[config.mk]
export PLATFORM = sky130hd
export DESIGN_NAME = ibex_obi2axi
export DESIGN_NICKNAME = d
export VERILOG_FILES = /design/src/rtl/ibex_pkg.sv /design/src/rtl/ibex_obi2axi.sv
export SDC_FILE = /design/constraint.sdc
export NUM_CORES = 1
export LEC_CHECK = 0
export CORE_ASPECT_RATIO = 1.5
export CORE_MARGIN = 4
export CORE_UTILIZATION = 30
export CTS_CLUSTER_DIAMETER = 100
export CTS_CLUSTER_SIZE = 40
export DETAILED_ROUTE_END_ITERATION = 12
export GPL_TIMING_DRIVEN = 0
export PLACE_DENSITY_LB_ADDON = 0.12
export SKIP_LAST_GASP = 1
export SYNTH_ARGS = -nofsm -noshare
export SYNTH_HDL_FRONTEND = slang
export SYNTH_SLANG_ARGS = --single-unit
[constraint.sdc]
create_clock -name clk_i -period 2.25 [get_ports clk_i]
set_input_delay 0.45 -clock clk_i [delete_from_list [all_inputs] [get_ports clk_i]]
set_output_delay 0.45 -clock clk_i [all_outputs]
set_load 0.005 [all_outputs]
[src/rtl/ibex_pkg.sv]
// Shared Ibex types: OBI-to-AXI bridge FSM states, AXI constants
// and the AXI4 request/response bundles used by ibex_axi.
package ibex_pkg;

  typedef enum logic [2:0] {
    ST_IDLE,
    ST_AR,
    ST_R,
    ST_AWW,
    ST_B
  } obi2axi_state_e;

  localparam logic [1:0] AXI_BURST_INCR = 2'b01;
  localparam logic [2:0] AXI_SIZE_4B    = 3'b010;
  localparam logic [3:0] AXI_CACHE_DEF  = 4'b0010;

  typedef struct packed {
    logic        id;
    logic [31:0] addr;
    logic [7:0]  len;
    logic [2:0]  size;
    logic [1:0]  burst;
    logic        lock;
    logic [3:0]  cache;
    logic [2:0]  prot;
    logic [3:0]  qos;
    logic        user;
  } axi_ax_t;

  typedef struct packed {
    logic [31:0] data;
    logic [3:0]  strb;
    logic        last;
    logic        user;
  } axi_w_t;

  typedef struct packed {
    logic       id;
    logic [1:0] resp;
    logic       user;
  } axi_b_t;

  typedef struct packed {
    logic        id;
    logic [31:0] data;
    logic [1:0]  resp;
    logic        last;
    logic        user;
  } axi_r_t;

  typedef struct packed {
    axi_ax_t aw;
    logic    aw_valid;
    axi_w_t  w;
    logic    w_valid;
    logic    b_ready;
    axi_ax_t ar;
    logic    ar_valid;
    logic    r_ready;
  } axi_req_t;

  typedef struct packed {
    logic   aw_ready;
    logic   ar_ready;
    logic   w_ready;
    logic   b_valid;
    axi_b_t b;
    logic   r_valid;
    axi_r_t r;
  } axi_rsp_t;

endpackage

[src/rtl/ibex_obi2axi.sv]
// OBI -> AXI4 bridge, one single-beat 32-bit transaction in flight.
// Ports: clk_i/rst_i (sync, active-high), OBI req/gnt/we/be/addr/wdata,
// rvalid/rdata/err response, axi_req_o/axi_rsp_i AXI bundles.
// Build option: OBI2AXI_ERR_EN reports resp[1] on err_o.
module ibex_obi2axi
  import ibex_pkg::*;
#(
  parameter logic AXI_ID   = 1'b0,
  parameter logic IS_INSTR = 1'b0,
  parameter type  axi_req_t = ibex_pkg::axi_req_t,
  parameter type  axi_rsp_t = ibex_pkg::axi_rsp_t
) (
  input  logic        clk_i,
  input  logic        rst_i,
  input  logic        req_i,
  output logic        gnt_o,
  input  logic        we_i,
  input  logic [3:0]  be_i,
  input  logic [31:0] addr_i,
  input  logic [31:0] wdata_i,
  output logic        rvalid_o,
  output logic [31:0] rdata_o,
  output logic        err_o,
  output axi_req_t    axi_req_o,
  input  axi_rsp_t    axi_rsp_i
);

  obi2axi_state_e state_q;

  logic [31:0] addr_q;
  logic [31:0] wdata_q;
  logic [3:0]  be_q;
  logic        ar_valid_q;
  logic        r_ready_q;
  logic        aw_valid_q;
  logic        w_valid_q;
  logic        b_ready_q;
  logic        aw_done_q;
  logic        w_done_q;
  logic        rvalid_q;
  logic [31:0] rdata_q;

  logic aw_hs;
  logic w_hs;
  logic aw_ok;
  logic w_ok;

  assign aw_hs = aw_valid_q & axi_rsp_i.aw_ready;
  assign w_hs  = w_valid_q & axi_rsp_i.w_ready;
  // a handshake this cycle counts as done for the B decision
  assign aw_ok = aw_done_q | aw_hs;
  assign w_ok  = w_done_q | w_hs;

  assign gnt_o    = (state_q == ST_IDLE) & req_i;
  assign rvalid_o = rvalid_q;
  assign rdata_o  = rdata_q;

`ifdef OBI2AXI_ERR_EN
  logic err_q;
  assign err_o = err_q;
`else
  assign err_o = 1'b0;
`endif

  logic unused_in;
  assign unused_in = ^{axi_rsp_i, addr_i[1:0]};

  always_ff @(posedge clk_i) begin
    if (rst_i) begin
      state_q    <= ST_IDLE;
      addr_q     <= '0;
      wdata_q    <= '0;
      be_q       <= '0;
      ar_valid_q <= 1'b0;
      r_ready_q  <= 1'b0;
      aw_valid_q <= 1'b0;
      w_valid_q  <= 1'b0;
      b_ready_q  <= 1'b0;
      aw_done_q  <= 1'b0;
      w_done_q   <= 1'b0;
      rvalid_q   <= 1'b0;
      rdata_q    <= '0;
`ifdef OBI2AXI_ERR_EN
      err_q      <= 1'b0;
`endif
    end else begin
      rvalid_q <= 1'b0;
      unique case (state_q)
        ST_IDLE: begin
          if (req_i) begin
            addr_q  <= {addr_i[31:2], 2'b00};
            be_q    <= be_i;
            wdata_q <= wdata_i;
            if (we_i) begin
              state_q    <= ST_AWW;
              aw_valid_q <= 1'b1;
              w_valid_q  <= 1'b1;
              aw_done_q  <= 1'b0;
              w_done_q   <= 1'b0;
            end else begin
              state_q    <= ST_AR;
              ar_valid_q <= 1'b1;
            end
          end
        end
        ST_AR: begin
          if (axi_rsp_i.ar_ready) begin
            ar_valid_q <= 1'b0;
            r_ready_q  <= 1'b1;
            state_q    <= ST_R;
          end
        end
        ST_R: begin
          if (axi_rsp_i.r_valid) begin
            r_ready_q <= 1'b0;
            rvalid_q  <= 1'b1;
            state_q   <= ST_IDLE;
`ifdef OBI2AXI_ERR_EN
            err_q   <= axi_rsp_i.r.resp[1];
            rdata_q <= axi_rsp_i.r.resp[1] ? '0 : axi_rsp_i.r.data;
`else
            rdata_q <= axi_rsp_i.r.data;
`endif
          end
        end
        ST_AWW: begin
          if (aw_hs) begin
            aw_valid_q <= 1'b0;
            aw_done_q  <= 1'b1;
          end
          if (w_hs) begin
            w_valid_q <= 1'b0;
            w_done_q  <= 1'b1;
          end
          if (aw_ok && w_ok) begin
            b_ready_q <= 1'b1;
            state_q   <= ST_B;
          end
        end
        ST_B: begin
          if (axi_rsp_i.b_valid) begin
            b_ready_q <= 1'b0;
            rvalid_q  <= 1'b1;
            rdata_q   <= '0;
            state_q   <= ST_IDLE;
`ifdef OBI2AXI_ERR_EN
            err_q <= axi_rsp_i.b.resp[1];
`endif
          end
        end
        default: state_q <= ST_IDLE;
      endcase
    end
  end

  always_comb begin
    axi_req_o          = '0;
    axi_req_o.aw.id    = AXI_ID;
    axi_req_o.aw.addr  = addr_q;
    axi_req_o.aw.size  = AXI_SIZE_4B;
    axi_req_o.aw.burst = AXI_BURST_INCR;
    axi_req_o.aw.cache = AXI_CACHE_DEF;
    axi_req_o.aw.prot  = {IS_INSTR, 2'b00};
    axi_req_o.aw_valid = aw_valid_q;
    axi_req_o.w.data   = wdata_q;
    axi_req_o.w.strb   = be_q;
    axi_req_o.w.last   = 1'b1;
    axi_req_o.w_valid  = w_valid_q;
    axi_req_o.b_ready  = b_ready_q;
    axi_req_o.ar.id    = AXI_ID;
    axi_req_o.ar.addr  = addr_q;
    axi_req_o.ar.size  = AXI_SIZE_4B;
    axi_req_o.ar.burst = AXI_BURST_INCR;
    axi_req_o.ar.cache = AXI_CACHE_DEF;
    axi_req_o.ar.prot  = {IS_INSTR, 2'b00};
    axi_req_o.ar_valid = ar_valid_q;
    axi_req_o.r_ready  = r_ready_q;
  end

endmodule

### Wire density map, run 1

Scale: 2 px per µm. The die is cut into 22 by 33 equal tiles; dark blue is low, red is high, scaled to the fullest tile. Values are wire area over tile area, all layers added.
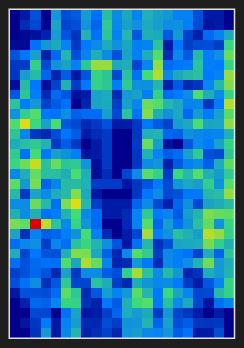
- tiles over half the peak: 9.0%
- fullest tile: 0.49
- densest ninth of the die: west
- nearly empty tiles: 5.2%
- mean over tiles: 0.13
- emptiest ninth of the die: center
GR Util All Layers: 15.5%
wirelength, routed: 15.0 mm

### Congestion heat map, run 1

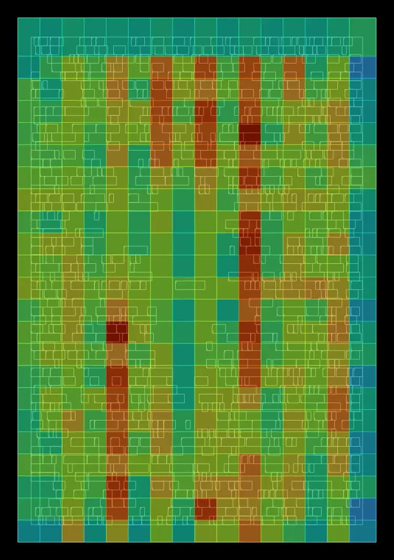
met1 usage: 16.5%
fin util: 50.9%
met2 usage: 28.4%
most used routing layer: met2
WL/cell: 13.6 µm

==> impl_metrics.tcl, run 1 <==
# yosys + openroad results
set metrics [dict create \
    outcome "finished clean" \
    relSlewSlack_pct 57.6 \
    coreArea_um2 15800 \
    hold_ws_ns 0.452 \
    clock_power_share_pct 28.7 \
    cp-start-kind "primary input" \
    grt_util_met3_pct 4.61 \
    ys_types 30 \
    met3_wirelength_mm 1.22 \
    flop_area_um2 2180 \
    cts-buffers-inserted 9 \
    gp_congestion 0.759 \
    nFlopsAndLatches 109 \
    logic_area_um2 2010 \
    tritoncts "done" \
    cp_top_family "buffers and inverters" \
    pg_seq_mw 2.21 \
    cp-endpoint "gnt_o" \
    clock_skew_ns 0.0111 \
    num_vias 4543 \
    rows 56 \
    r2r_slack_ns 0.27 \
    power_density_nw_per_um2 648 \
    ys_cells 583 \
]
### Pin map, run 1

Scale: 3 px per µm. Pins as bars across the die edge, other pins in gray.
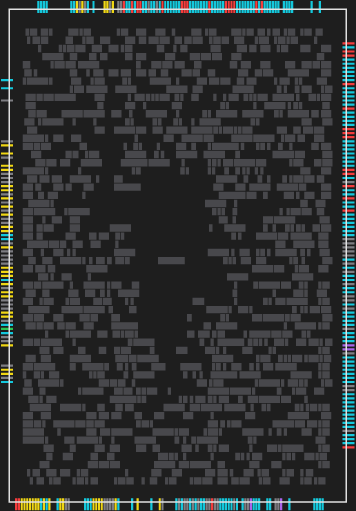
- cyan: axi_req_o (pins 161; direction output; edge 67 east, 54 north, 32 south, 8 west)
- red: addr_i (pins 32; direction input; edge 15 north, 14 east, 3 south)
- purple: be_i (pins 4; direction input; edge 2 east, 2 south)
- yellow: axi_rsp_i (pins 46; direction input; edge 23 west, 18 south, 5 north)
- green: we_i (pins 1; direction input; edge west)
- all pins by edge: 100 east, 81 north, 76 south, 57 west

### Met3 routing, run 1

Scale: 3 px per µm. Cells faint in the background.
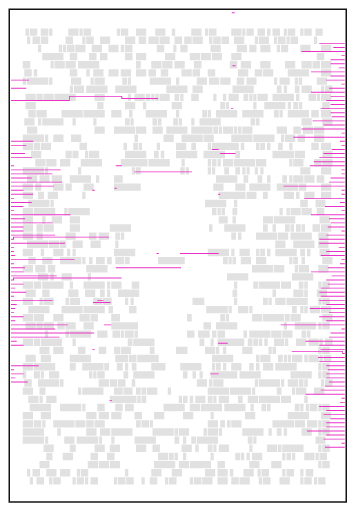

--- run 2 (diff from run 1) ---
Settings changed: CTS_CLUSTER_SIZE 40 to 24, SETUP_SLACK_MARGIN set to 0.4.
### Met3 routing, run 2

Scale: 3 px per µm. Cells faint in the background.
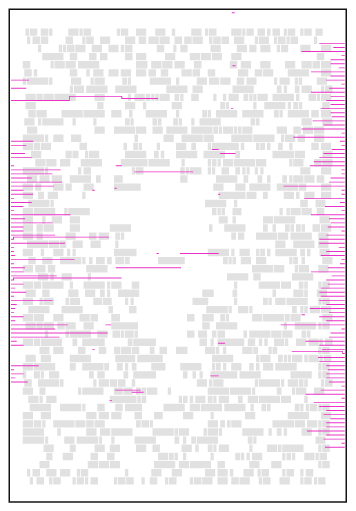
- main direction: horizontal
- nets with wire on the layer: 165
- longest straight run: 35.9 µm
Vias: 4,566
wirelength, routed: 15.1 mm
M3 GR Usage: 4.64%

==> run 2 against run 1 <==
  * Combinational power up 4%
  * Sequential cell count unchanged
  * Clock skew down 0.0033 ns
  * Synthesized cell count unchanged
  * First-iteration DRC count down 1.6%
  * Global-route usage unchanged
  * Die size unchanged
  * Hold slack about the same
  * Utilization up 0.71 points
==> impl_metrics.tcl, run 2 <==
# yosys + openroad results
set metrics [dict create \
    cp-endpoint "gnt_o" \
    cp-start-kind "flop" \
    clock_power_share_pct 28.4 \
    relSlewSlack_pct 56.6 \
    clk_share_pct 3.32 \
    cts-buffers-inserted 9 \
    top_area_share_pct 45.0 \
    hold_ws_ns 0.452 \
    r2r_slack_ns 0.43 \
    tritoncts "done" \
    rows 56 \
    logic_area_um2 2030 \
    reg2reg_depth 9 \
    met3_wirelength_mm 1.24 \
    nFlopsAndLatches 109 \
    outcome "finished clean" \
    grt_usage_pct 15.5 \
    clock_skew_ns 0.00786 \
    final_util_pct 51.6 \
    ys_types 30 \
    gp_congestion 0.759 \
    power_density_nw_per_um2 646 \
    pg_seq_mw 2.21 \
    cp_top_family "simple AND/OR/NAND/NOR gates" \
    grt_util_met1_pct 16.6 \
    design_area_um2 8140 \
    met2_usage_pct 28.2 \
    worst-path-max-fanout 2 \
    wl_per_cell_um 13.6 \
    ys_cells 583 \
]
### Pin map, run 2

Scale: 3 px per µm. Pins as bars across the die edge, other pins in gray.
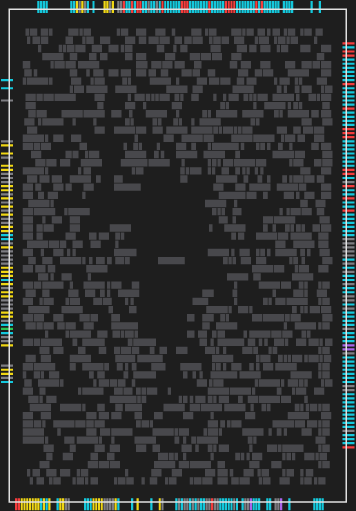
- green: we_i (pins 1; direction input; edge west)
- yellow: axi_rsp_i (pins 46; direction input; edge 23 west, 18 south, 5 north)
- purple: be_i (pins 4; direction input; edge 2 east, 2 south)
- cyan: axi_req_o (pins 161; direction output; edge 67 east, 54 north, 32 south, 8 west)
- red: addr_i (pins 32; direction input; edge 15 north, 14 east, 3 south)
Die Ht: 164 µm
Die W: 112 µm
I/O Buffers: 240

Power figures rest on the tool's default switching activity, not on a simulated workload.
